===== config.mk =====
export PLATFORM = sky130hd
export DESIGN_NAME = cpu_multicycle
export DESIGN_NICKNAME = d
export VERILOG_FILES = /design/src/rtl/cpu_pkg.sv /design/src/rtl/reg_file_p.sv /design/src/rtl/cpu_multicycle.sv
export SDC_FILE = /design/constraint.sdc
export NUM_CORES = 1
export LEC_CHECK = 0
export ABC_CLOCK_PERIOD_IN_PS = 12000
export CORE_MARGIN = 5
export CORE_UTILIZATION = 50
export DETAILED_ROUTE_END_ITERATION = 12
export PLACE_DENSITY = 0.74
export SETUP_SLACK_MARGIN = 0.15
export SLEW_MARGIN = 25
export SYNTH_ARGS = -nofsm -noshare
export SYNTH_HDL_FRONTEND = slang
export SYNTH_SLANG_ARGS = --single-unit
export TNS_END_PERCENT = 10

===== constraint.sdc =====
create_clock -name CLK -period 12 [get_ports CLK]
set_input_delay 3.6 -clock CLK [delete_from_list [all_inputs] [get_ports CLK]]
set_output_delay 3.6 -clock CLK [all_outputs]
set_load 0.1 [all_outputs]

===== src/rtl/cpu_pkg.sv =====
// Shared definitions for the multi-cycle core: opcodes, ALU operations, FSM states.
package cpu_pkg;

   localparam logic [7:0] OP_LOADI = 8'h00;
   localparam logic [7:0] OP_MOV   = 8'h01;
   localparam logic [7:0] OP_ADD   = 8'h02;
   localparam logic [7:0] OP_SUB   = 8'h03;
   localparam logic [7:0] OP_AND   = 8'h04;
   localparam logic [7:0] OP_OR    = 8'h05;
   localparam logic [7:0] OP_J     = 8'h06;
   localparam logic [7:0] OP_BEQ   = 8'h07;
   localparam logic [7:0] OP_LWD   = 8'h08;
   localparam logic [7:0] OP_LWI   = 8'h09;
   localparam logic [7:0] OP_SWD   = 8'h0A;
   localparam logic [7:0] OP_SWI   = 8'h0B;
   localparam logic [7:0] OP_BNE   = 8'h0C;

   typedef enum logic [2:0] {
      ALU_FWD,
      ALU_ADD,
      ALU_SUB,
      ALU_AND,
      ALU_OR
   } alu_op_t;

   typedef enum logic [2:0] {
      FETCH,
      DECODE,
      EXEC,
      MEM,
      WB,
      HALT
   } state_t;

   // Opcodes are dense from 00 to 0C; anything above traps.
   function automatic logic is_legal(input logic [7:0] op);
      return op <= OP_BNE;
   endfunction

endpackage


===== src/rtl/reg_file_p.sv =====
// Parametrised register file: two asynchronous read ports, one synchronous
// write port, asynchronous active-low clear.
module reg_file_p #(
   parameter int DATA_W   = 8,
   parameter int NUM_REGS = 8,
   localparam int REG_AW  = $clog2(NUM_REGS)
) (
   input  logic              CLK,
   input  logic              RESET,
   input  logic [REG_AW-1:0] raddr1,
   output logic [DATA_W-1:0] rdata1,
   input  logic [REG_AW-1:0] raddr2,
   output logic [DATA_W-1:0] rdata2,
   input  logic              we,
   input  logic [REG_AW-1:0] waddr,
   input  logic [DATA_W-1:0] wdata
);

   logic [DATA_W-1:0] regs [NUM_REGS];

   always_ff @(posedge CLK or negedge RESET) begin
      if (!RESET) begin
         for (int unsigned i = 0; i < NUM_REGS; i++) regs[i] <= '0;
      end else if (we) begin
         regs[waddr] <= wdata;
      end
   end

   assign rdata1 = regs[raddr1];
   assign rdata2 = regs[raddr2];

endmodule


===== src/rtl/cpu_multicycle.sv =====
// Multi-cycle core for the 8-bit ISA (plus bne): FETCH/DECODE/EXEC/MEM/WB with
// handshaked instruction and data memories; illegal opcodes trap into HALT.
module cpu_multicycle
   import cpu_pkg::*;
#(
   parameter int          DATA_W   = 8,
   parameter int          NUM_REGS = 8,
   parameter int          ADDR_W   = 8,
   parameter logic [31:0] RESET_PC = 32'h0
) (
   input  logic              CLK,
   input  logic              RESET,
   output logic [31:0]       PC,
   output logic              INSTR_REQ,
   input  logic [31:0]       INSTRUCTION,
   input  logic              INSTR_BUSYWAIT,
   output logic              READ,
   output logic              WRITE,
   output logic [ADDR_W-1:0] ADDRESS,
   output logic [DATA_W-1:0] WRITEDATA,
   input  logic [DATA_W-1:0] READDATA,
   input  logic              BUSYWAIT,
   output logic              HALTED
);

   localparam int REG_AW = $clog2(NUM_REGS);

   state_t            state, state_nx;
   alu_op_t           alu_op;
   logic [31:0]       ir;
   logic [7:0]        opcode;
   logic [REG_AW-1:0] rd_f, rt_f, rs_f, raddr1;
   logic [DATA_W-1:0] opa, opb, aluout, mdr, alu_res, imm_ext;
   logic [DATA_W-1:0] rdata1, rdata2, wb_data;
   logic [31:0]       pc_plus4, br_target, pc_nx;
   logic              pc_en, alu_zero, take_branch;
   logic              is_load, is_store, is_mem, is_branch, use_imm;
   logic              unused_rt_bits;

   assign opcode = ir[31:24];
   assign rd_f   = ir[16 +: REG_AW];
   assign rt_f   = ir[8 +: REG_AW];
   assign rs_f   = ir[0 +: REG_AW];
   assign unused_rt_bits = ^ir[15:8];

   assign is_load   = (opcode == OP_LWD) || (opcode == OP_LWI);
   assign is_store  = (opcode == OP_SWD) || (opcode == OP_SWI);
   assign is_mem    = is_load || is_store;
   assign is_branch = (opcode == OP_J) || (opcode == OP_BEQ) || (opcode == OP_BNE);
   assign use_imm   = (opcode == OP_LOADI) || (opcode == OP_LWI) || (opcode == OP_SWI);

   assign imm_ext   = DATA_W'($signed(ir[7:0]));
   assign pc_plus4  = PC + 32'd4;
   assign br_target = pc_plus4 + (32'($signed(ir[23:16])) << 2);

   // Stores need rd as their data, so port 1 reads rd instead of rt for them.
   assign raddr1  = is_store ? rd_f : rt_f;
   assign wb_data = is_load ? mdr : aluout;

   reg_file_p #(
      .DATA_W   (DATA_W),
      .NUM_REGS (NUM_REGS)
   ) u_rf (
      .CLK    (CLK),
      .RESET  (RESET),
      .raddr1 (raddr1),
      .rdata1 (rdata1),
      .raddr2 (rs_f),
      .rdata2 (rdata2),
      .we     (state == WB),
      .waddr  (rd_f),
      .wdata  (wb_data)
   );

   always_comb begin
      alu_op  = ALU_FWD;
      alu_res = opb;
      case (opcode)
         OP_ADD:                 alu_op = ALU_ADD;
         OP_SUB, OP_BEQ, OP_BNE: alu_op = ALU_SUB;
         OP_AND:                 alu_op = ALU_AND;
         OP_OR:                  alu_op = ALU_OR;
         default:                alu_op = ALU_FWD;
      endcase
      case (alu_op)
         ALU_ADD: alu_res = opa + opb;
         ALU_SUB: alu_res = opa + ~opb + DATA_W'(1);
         ALU_AND: alu_res = opa & opb;
         ALU_OR:  alu_res = opa | opb;
         default: alu_res = opb;
      endcase
   end

   assign alu_zero    = (alu_res == '0);
   assign take_branch = (opcode == OP_J) ||
                        ((opcode == OP_BEQ) && alu_zero) ||
                        ((opcode == OP_BNE) && !alu_zero);

   always_ff @(posedge CLK or negedge RESET) begin
      if (!RESET) state <= FETCH;
      else        state <= state_nx;
   end

   always_comb begin
      state_nx  = state;
      pc_en     = 1'b0;
      pc_nx     = pc_plus4;
      INSTR_REQ = 1'b0;
      READ      = 1'b0;
      WRITE     = 1'b0;
      HALTED    = 1'b0;
      case (state)
         FETCH: begin
            // Gated by RESET so the request is low throughout reset.
            INSTR_REQ = RESET;
            if (!INSTR_BUSYWAIT) state_nx = DECODE;
         end
         DECODE: state_nx = is_legal(opcode) ? EXEC : HALT;
         EXEC: begin
            if (is_branch) begin
               state_nx = FETCH;
               pc_en    = 1'b1;
               if (take_branch) pc_nx = br_target;
            end else if (is_mem) begin
               state_nx = MEM;
            end else begin
               state_nx = WB;
            end
         end
         MEM: begin
            READ  = is_load;
            WRITE = is_store;
            if (!BUSYWAIT) begin
               if (is_load) begin
                  state_nx = WB;
               end else begin
                  state_nx = FETCH;
                  pc_en    = 1'b1;
               end
            end
         end
         WB: begin
            state_nx = FETCH;
            pc_en    = 1'b1;
         end
         HALT:    HALTED   = 1'b1;
         default: state_nx = FETCH;
      endcase
   end

   always_ff @(posedge CLK or negedge RESET) begin
      if (!RESET) begin
         PC     <= RESET_PC;
         ir     <= '0;
         opa    <= '0;
         opb    <= '0;
         aluout <= '0;
         mdr    <= '0;
      end else begin
         if (state == FETCH && !INSTR_BUSYWAIT) ir <= INSTRUCTION;
         if (state == DECODE) begin
            opa <= rdata1;
            opb <= use_imm ? imm_ext : rdata2;
         end
         if (state == EXEC) aluout <= alu_res;
         if (state == MEM && !BUSYWAIT && is_load) mdr <= READDATA;
         if (pc_en) PC <= pc_nx;
      end
   end

   assign ADDRESS   = aluout[ADDR_W-1:0];
   assign WRITEDATA = opa;

endmodule


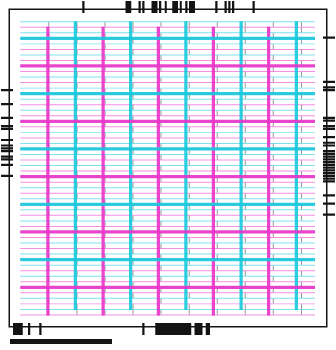
**Above:** floorplan with the power grid.
Bar = 50 um. Pins as bars on the die edge. Tap cells in grey.
- VDD: cyan
- VSS: magenta
- rows: 53
- met4 straps: 10
- tap cells: 275

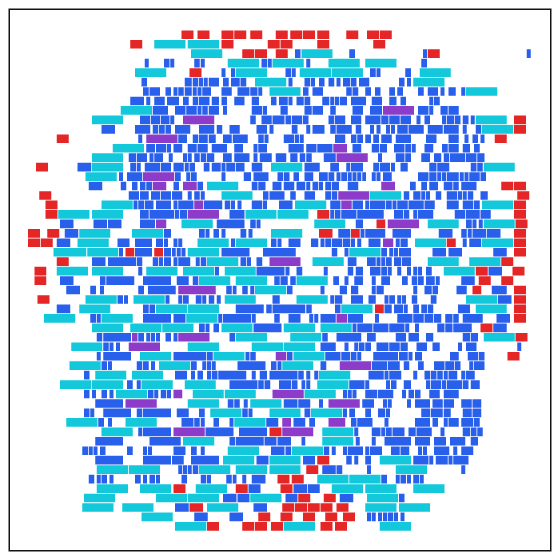
**Above:** placement by cell class.
- registers: cyan (cells 156)
- clock drivers and dummy loads: purple (cells 32)
- remaining logic cells: blue (cells 908)
- remaining buffers and delay cells: red (cells 96)
core footprint: 20900 sq um
number of placement rows: 53
proportion of cell area occupied by registers: 0.321

==> flow_summary.json <==
{
  "layout.buffer.nonclock.area_share": 0.0778,
  "power_switching_uw": 1890,
  "synthesis.area_per_instance_sq_um": 9.43,
  "detail_route.wirelength_um": 26800,
  "well_tap_count": 275,
  "rr_endpoint": "PC[31]",
  "yosys.area_share.adder": 0.0684,
  "hold_path_cell_cnt": 2,
  "clkTransAtPathRegs_ns": 0.06,
  "io_pins": 96,
  "utilization": 0.582,
  "finalMaxSlewViolations": 0,
  "numPortBuffers": 88,
  "grt_use_met3": 0.0420,
  "detailed_place_hpwl_um": 18900,
  "netlist_logic_family_top": "AND-OR/OR-AND gates",
  "worstHoldEndpoint": "u_rf.regs[53]",
  "critical-path-top-delay-family": "buffers and inverters",
  "synth_xor_xnor_area_share": 0.0448,
  "async_set_reset_flop_share_out_of_synthesis": 1.00,
  "pwr.group.sequential_uw": 991,
  "hold_path_class": "register to register",
  "total_power_uw": 3820,
  "synth_unique_cells": 83,
  "total_drc_errors_in_the_routed_layout": 0,
  "route.detailed.vias_per_inst": 5.96,
  "tritoncts_num_sinks": 156,
  "antenna_found_initial": 1,
  "clkLatencyLatePin_ns": 0.44,
  "clock_power_share": 0.143,
  "largest_net_degree_at_the_start_of_global_routing": 81,
  "netlist.top_cell.by_area": "dfrtp_1",
  "largest-register": "u_rf.regs",
  "die.size.x_um": 155,
  "number_of_buffers_created_by_cts": 17,
  "die_height_um": 155,
  "met3WireLength_um": 1540,
  "worst_reg_to_reg_cells": 17,
  "synth.top_cells.by_count": "156 x dfrtp_1, 144 x nand2_1, 105 x o21ai_0",
  "ys_area_sq_um": 10600,
  "via_count_of_the_first_global_routing_pass": 8323,
  "share_seq_of_total_power": 0.260,
  "crit_start": "RESET",
  "critPathMaxFanout": 80,
  "gr-max-usage-layer": "met2",
  "routed_met1_length_um": 11900,
  "numSynthFlops": 156,
  "path_depth": 3,
  "areaGrowthSynthToFinish_pct": 15.1,
  "largest_reg_flops": 64,
  "dp_slack_ns": 2.47,
  "cts-hold-fix-buffers": 0,
  "setup-tns-final_ns": 0,
  "detail_route.first_pass.iterations": 5,
  "final_cell_count_no_fill": 1467,
  "n_sequential_cell": 156,
  "synth.cellmix.simpleShare": 0.159,
  "clock-root-buffer": "clkbuf_16",
  "min_period_over_period": 0.798,
  "globalRouteTotalUtil": 0.225,
  "unrepaired_setup_endpoints_after_global_routing": "false",
  "cellPowerDensity_nw_per_um2": 314,
  "cts_tree": "yes",
  "outcome": "completed",
  "timing.slew.headroom": 0.341,
  "grt_util_met2": 0.365,
  "r2r_start": "PC[2]",
  "synth-edff-count": 0,
  "layout.area.top_class": "multi-input combinational cells",
  "sh_comb_area": 0.515,
  "finalClockSkew_ns": 0.0105,
  "detailroute.via_count": 8748,
  "logic_area_sq_um": 6260,
  "synth_top_cell_by_count": "dfrtp_1",
  "ys_cells": 1120,
  "worst_slack_ns": 2.42,
  "cts.path.max_buffers": 2,
  "placedInstanceArea_sq_um": 11600,
  "n_clock_buffer": 18,
  "grt_first_pass_wirelength_um": 43600,
  "timing.critical_path.buf_inv": 2,
  "syn-cell-area_sq_um": 10600,
  "floorplan.die_area_sq_um": 24100,
  "non_clock_buffer_count": 96,
  "ys_top_cells_by_area": "dfrtp_1 37%, ha_1 6.3%, mux4_2 6.0%",
  "routed-wl-met2_um": 12700,
  "comb_cell_power_uw": 2280,
  "timing.setup.critical_path_class": "primary input to output port",
  "fill_cell_total_of_the_finished_layout": 1829,
  "clock_tree_area_fraction": 0.0481,
  "initialDrtViolationCount": 577,
  "ff2ff_setup_slack_ns": 6.87,
  "netSwitchingFraction": 0.495,
  "yosysWarningCount": 0,
  "final_hold_viol_count": 0,
  "total_leakage_power_uw": 0.00511,
  "area_taken_by_flip_flops_and_latches_sq_um": 3910,
  "cts-htree-levels": 4,
  "n_multi_input_combinational_cell": 875,
  "crit_chain": "buf_6 > nor4b_1 > clkdlybuf4s50_1",
  "grt_remaining_overflow": 0,
  "highest_layer": "met5",
  "layout.nets": 1279,
  "gpl.final_weighted_congestion": 0.937,
  "layout_top_registers": "u_rf.regs x64, PC x30, ir x27",
  "pg_clk_uw": 546,
  "critical_path.endpoint": "INSTR_REQ",
  "vdd_drop_max_mv": 0.126,
  "largestPowerGroup": "combinational cells",
  "post_cts.repair.setup_buffers": 0,
  "route.detailed.wl_per_inst_um": 18.3,
  "antenna_left": 0,
  "internal-power_uw": 1930,
  "synthMuxAreaShare": 0.147,
  "layout-drive-gt1-share": 0.108,
  "openroad.warnings": 46,
  "timing.critical_path.required_ns": 8.40,
  "synth.cellmix.compoundShare": 0.170,
  "critical_path.max_stage_delay_ns": 1.24,
  "fin_worst_hold_slack_ns": 0.501,
  "yosys_most_used_dff": "dfrtp_1",
  "cpMaxStageDelayCell": "clkdlybuf4s50_1",
  "post-route-min-period_ns": 9.58,
  "placed_cells": 1435,
  "synth_seq_share": 0.369,
  "top_cell_area_share": 0.369,
  "layout_top_cell_excl_fill_tap": "dfrtp_1",
  "worst_ep_arrival_time_ns": 5.98,
  "maxCapViolCount": 0,
  "min_from": "u_rf.regs[53]",
  "use_met1": 0.304,
  "clock.fmax_mhz": 104,
  "worst-slew-pin-transition_ns": 0.985
}
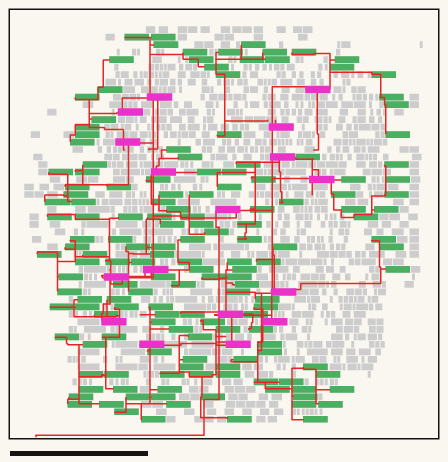
**Above:** clock wires, drivers and flops.
Bar = 50 um.
- flip-flops: green (count 156)
- clock wires: red (length 2110 um)
- clock-net drivers: magenta (count 17)
- flops lie: spread over the die

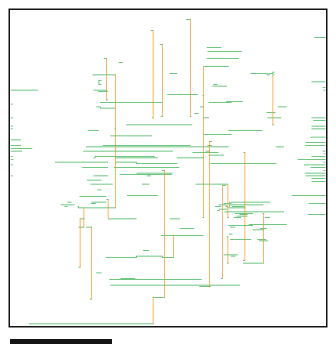
**Above:** wiring by layer.
Bar = 50 um. Two of the layers only.
- M3: green (wire length 1540 um)
- M4: orange (wire length 698 um)

